File: src/rtl/core_result_buffer.sv
// Purpose : in-order result FIFO behind CORE; captures {mode,data} strobes, counts accepted results, flags drops.
// Latency : 1 cycle push-to-out_valid (no fall-through); up to 1 result in and 1 out per cycle.
// Backpressure: out_ready=0 stalls the head entry; pushes into a full FIFO without a same-cycle pop are dropped and set overflow.
//
// Ports:
//   clk, rst_n (sync, active-low), clr (sync soft clear)
//   in_valid/in_mode/in_data   : result strobe from CORE (never stalled)
//   out_valid/out_ready        : valid/ready handshake toward consumer
//   out_mode/out_data          : head entry, driven from registers only
//   count                      : entries held, 0..DEPTH
//   overflow                   : sticky drop indicator
//   total                      : accepted results since reset/clr, wraps
module core_result_buffer #(
    parameter int DATA_W = 20,
    parameter int DEPTH  = 4,
    parameter int TOT_W  = 16,
    localparam int PTR_W = $clog2(DEPTH)
) (
    input  logic              clk,
    input  logic              rst_n,
    input  logic              clr,
    input  logic              in_valid,
    input  logic              in_mode,
    input  logic [DATA_W-1:0] in_data,
    input  logic              out_ready,
    output logic              out_valid,
    output logic              out_mode,
    output logic [DATA_W-1:0] out_data,
    output logic [PTR_W:0]    count,
    output logic              overflow,
    output logic [TOT_W-1:0]  total
);

    typedef struct packed {
        logic              mode;
        logic [DATA_W-1:0] data;
    } entry_t;

    localparam logic [PTR_W:0] FULL_CNT = DEPTH[PTR_W:0];

    entry_t             mem [DEPTH];
    logic [PTR_W-1:0]   wr_ptr;
    logic [PTR_W-1:0]   rd_ptr;
    logic [PTR_W:0]     count_q;
    logic               overflow_q;
    logic [TOT_W-1:0]   total_q;

    logic push;
    logic pop;
    logic full;
    logic accept;
    logic drop;

    assign push   = in_valid;
    assign pop    = out_valid & out_ready;
    assign full   = (count_q == FULL_CNT);
    // A full FIFO can still take a push when the head leaves in the same cycle.
    assign accept = push & (~full | pop);
    assign drop   = push & full & ~pop;

    always_ff @(posedge clk) begin
        if (!rst_n) begin
            wr_ptr     <= '0;
            rd_ptr     <= '0;
            count_q    <= '0;
            overflow_q <= 1'b0;
            total_q    <= '0;
            for (int i = 0; i < DEPTH; i++) begin
                mem[i] <= '0;
            end
        end else if (clr) begin
            // Storage is left stale; count=0 hides it from the output.
            wr_ptr     <= '0;
            rd_ptr     <= '0;
            count_q    <= '0;
            overflow_q <= 1'b0;
            total_q    <= '0;
        end else begin
            if (accept) begin
                mem[wr_ptr] <= '{mode: in_mode, data: in_data};
                wr_ptr      <= wr_ptr + 1'b1;
                total_q     <= total_q + 1'b1;
            end
            if (pop) begin
                rd_ptr <= rd_ptr + 1'b1;
            end
            if (drop) begin
                overflow_q <= 1'b1;
            end
            case ({accept, pop})
                2'b10:   count_q <= count_q + 1'b1;
                2'b01:   count_q <= count_q - 1'b1;
                default: count_q <= count_q;
            endcase
        end
    end

    // Head is read straight from storage; nothing from in_* reaches here combinationally.
    assign out_valid = (count_q != '0);
    assign out_mode  = mem[rd_ptr].mode;
    assign out_data  = mem[rd_ptr].data;
    assign count     = count_q;
    assign overflow  = overflow_q;
    assign total     = total_q;

endmodule
File: config.mk
export PLATFORM = sky130hd
export DESIGN_NAME = core_result_buffer
export DESIGN_NICKNAME = d
export VERILOG_FILES = /design/src/rtl/core_result_buffer.sv
export SDC_FILE = /design/constraint.sdc
export NUM_CORES = 1
export LEC_CHECK = 0
export CAP_MARGIN = 5
export CORE_ASPECT_RATIO = 1.25
export CORE_MARGIN = 2
export CORE_UTILIZATION = 40
export DETAILED_ROUTE_END_ITERATION = 10
export SLEW_MARGIN = 10
export SYNTH_ARGS = -nofsm -noshare
export SYNTH_HDL_FRONTEND = slang
export SYNTH_SLANG_ARGS = --single-unit
File: constraint.sdc
create_clock -name clk -period 2.5 [get_ports clk]
set_input_delay 0.25 -clock clk [delete_from_list [all_inputs] [get_ports clk]]
set_output_delay 0.25 -clock clk [all_outputs]
set_load 0.01 [all_outputs]
==> impl_metrics.csv <==
group,metric,value,unit
hold_path,hold_depth,2,
setup_path,critPathKind,"reg -> reg",
timing,worst_hold_slack,0.484,ns
setup_path,cp.arrival,2.65,ns
synth,netlist_area,4760,µm²
setup_path,cp-endpoint,"count[2]",
outcome,status,"complete, no violations",
synth,yosysUniqueCellTypes,31,
placement,dpl-instance-area,5830,µm²
placement,numPortBuffers,67,
synth,top_logic_kind,"simple AND/OR/NAND/NOR gates",
run,warning_count,26,
setup_path,r2r_start,"count[0]",
power_and_ir_drop,clock_power_share,0.388,
cts,postCtsSetupBuffers,0,
hold_path,hp-start,"overflow",
cells_and_area,nFillCells,979,
run,maxCapViolCount,0,
placement,dp_cells,573,
setup_path,r2r_end,"count[2]",
die,chipArea,12800,µm²
hold_path,min_to,"overflow",
setup_path,r2r.worst_path.cells,8,
drt,drc,0,
setup_path,crit_start,"count[0]",
cts,cts_sinks,110,
die,dieWidth,102,µm
synth,ys.flops,110,
global_route,antenna_found_initial,0,
placement,hpwl,6020,µm
synth,ys_seq_frac,0.640,
drt,met3_length,344,µm
synth,yosysChipArea,4760,µm²
die,core,11600,µm²
setup_path,critical_path.cell_chain,"or4b_2 > nand2_2 > ha_2 > inv_1 > fa_1 > xor2_1 > or3_1 > a21oi_1",
power_and_ir_drop,p_sw,0.785,mW
setup_path,startpoint_type,"register",
power_and_ir_drop,maxPowerGroup,"registers",
cts,clk_path_buf_depth,2,
power_and_ir_drop,finalPower,3.86,mW
timing,max_freq,0.422,GHz
cts,cts_resized,0,
synth,synth-simple-area-share,0.183,
drt,viasPerCell,4.89,
timing,rsz0062_at_grt,"false",
global_route,grt_pass1_wl,15400,µm
drt,wl_met1,4030,µm
setup_path,slowest_stage,"or4b_2",
setup_path,slowest_delay,0.70,ns
power_and_ir_drop,powerClk,1.50,mW
setup_path,critPathCaptureType,"register",
timing,skew,0.00576,ns
power_and_ir_drop,swShare,0.203,
global_route,overflow,0,
timing,post-route-period-util,0.949,
synth,yosys_warnings,0,
cells_and_area,antenna_cells,0,
synth,synth_cells,338,
synth,mux_share,0.0994,
drt,routed.top_layer,"met4",
cts,htreeDepth,3,
power_and_ir_drop,power_density,628,nW/µm²
die,die_h,126,µm
drt,ant_nets,0,
placement,place.gp.congestion,0.753,
setup_path,path_delay_family,"simple AND/OR/NAND/NOR gates",
power_and_ir_drop,p_int,3.07,mW
cells_and_area,drive_gt1_frac,0.157,
power_and_ir_drop,seqPwrFrac,0.532,
timing,setup-violations-final,0,
drt,wl_met2,5030,µm
global_route,grt_pass1_vias,3052,
cts,clkLatencyLatePin,0.34,ns
cells_and_area,layout.nets,452,
setup_path,r2r_slack,0.13,ns
cells_and_area,utilization,0.529,
timing,finalHoldViolCount,0,
power_and_ir_drop,comb-power,0.307,mW
die,ios,68,
die,row_count,44,
cell usage after synthesis:
| cell type | instances | area share |
|---|---|---|
| nand2_1 | 7 | 0.0055 |
| o31a_1 | 1 | 0.0018 |
| xnor2_1 | 6 | 0.011 |
| inv_1 | 5 | 0.0039 |
| ha_1 | 2 | 0.0053 |
| or4b_2 | 1 | 0.0021 |
| fa_1 | 1 | 0.0042 |
| o21ai_0 | 9 | 0.0095 |
| edfxtp_1 | 84 | 0.53 |
| nand3_1 | 6 | 0.0063 |
| nor2b_1 | 1 | 0.0013 |
| or3_1 | 9 | 0.012 |
| or4b_1 | 2 | 0.0042 |
| mux4_2 | 21 | 0.099 |
| clkbuf_1 | 14 | 0.011 |
| or4_1 | 1 | 0.0016 |
| nor3b_1 | 3 | 0.0047 |
| o211ai_1 | 1 | 0.0016 |
| nor4b_2 | 1 | 0.0032 |
| nor3_1 | 3 | 0.0032 |
| nor2_1 | 16 | 0.013 |
| xor2_1 | 6 | 0.011 |
| nor4b_1 | 1 | 0.0018 |
| o31ai_1 | 2 | 0.0032 |
| buf_2 | 3 | 0.0032 |
| dfxtp_1 | 26 | 0.11 |
| and4_1 | 1 | 0.0018 |
| nand4_1 | 3 | 0.0039 |
| nand2b_1 | 6 | 0.0079 |
| and2_1 | 84 | 0.11 |
| a21oi_1 | 12 | 0.013 |
state kept, by name (all words and copies together) (netlist names), named ones only:
register  flops
rd_ptr        2
wr_ptr        2
overflow      1
count         3
mem          84
total        16
area by class of cell:
type | instances | area, µm² | area share
multi-input cells | 206 | 1650 | 0.269
well taps | 161 | 201 | 0.0328
repair buffers | 91 | 913 | 0.149
clock inverters | 7 | 88.8 | 0.0145
inverters | 5 | 18.8 | 0.00306
clock buffers | 9 | 225 | 0.0367
flip-flops and latches | 110 | 3040 | 0.495
==> images/final_congestion.png <==
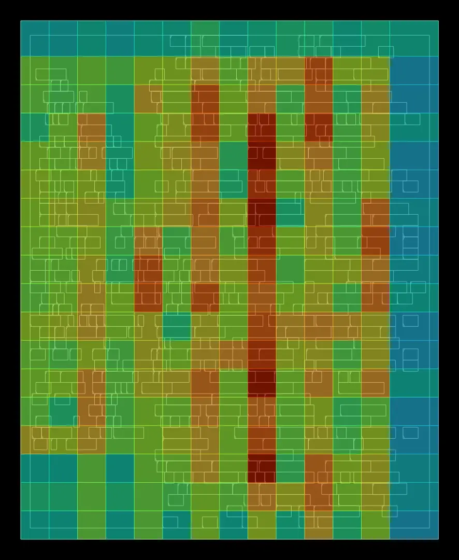
met1 Track Usage GR: 0.194
M3 GR Usage: 0.0450
GRT Total Usage: 0.160
busiest grt layer: met2

==> images/met2.png <==
Scale: 2 px per µm. Cells faint in the background.
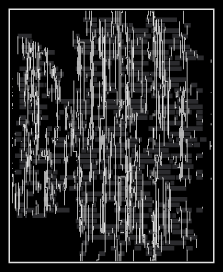
wire length on this layer: 5,030 µm
longest straight run: 58.5 µm
met2 Usage GRT: 0.276
Detailed Route WL: 9510 µm

==> images/met3.png <==
Scale: 2 px per µm.
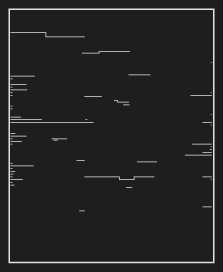
longest straight run: 41.2 µm
nets with wire on the layer: 47
share of all routed wire: 3.6%
main direction: horizontal
wire length on this layer: 345 µm
via count: 2,883

==> images/drive_strength.png <==
Scale: 4 px per µm.
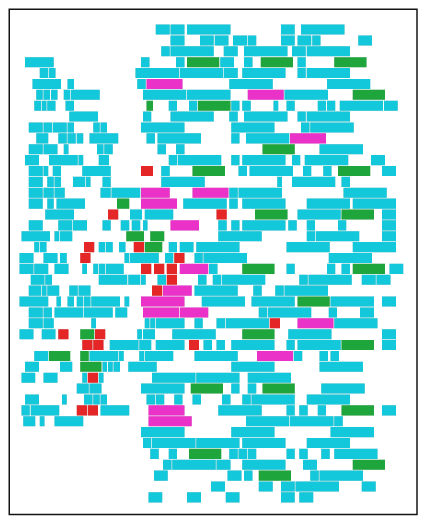
[red] drive 3 to 4 | cells: 21
[cyan] drive 1 or less | cells: 361
[magenta] drive 6 and up | cells: 16
[green] drive 2 | cells: 30
Final WS setup: 0.128 ns
final instance area: 6140 µm²
Buffers, non-clock: 91
Layout area overhead: 29.1%

==> images/gate_families.png <==
Scale: 4 px per µm.
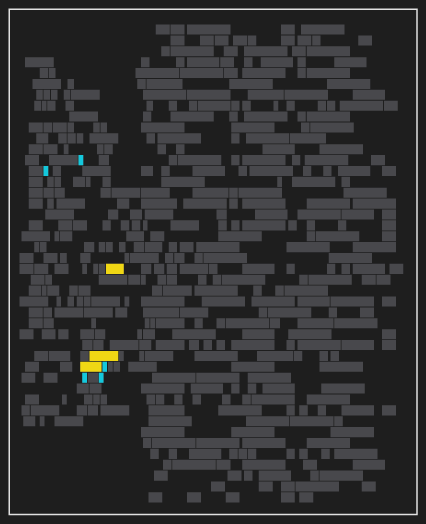
[yellow] adder and majority cells | cells: 3
[cyan] inverters | cells: 5 | most used: inv_1
non-filler cells, final: 589
logic share of the area: 0.269

Power is estimated from default activity; no workload was simulated.
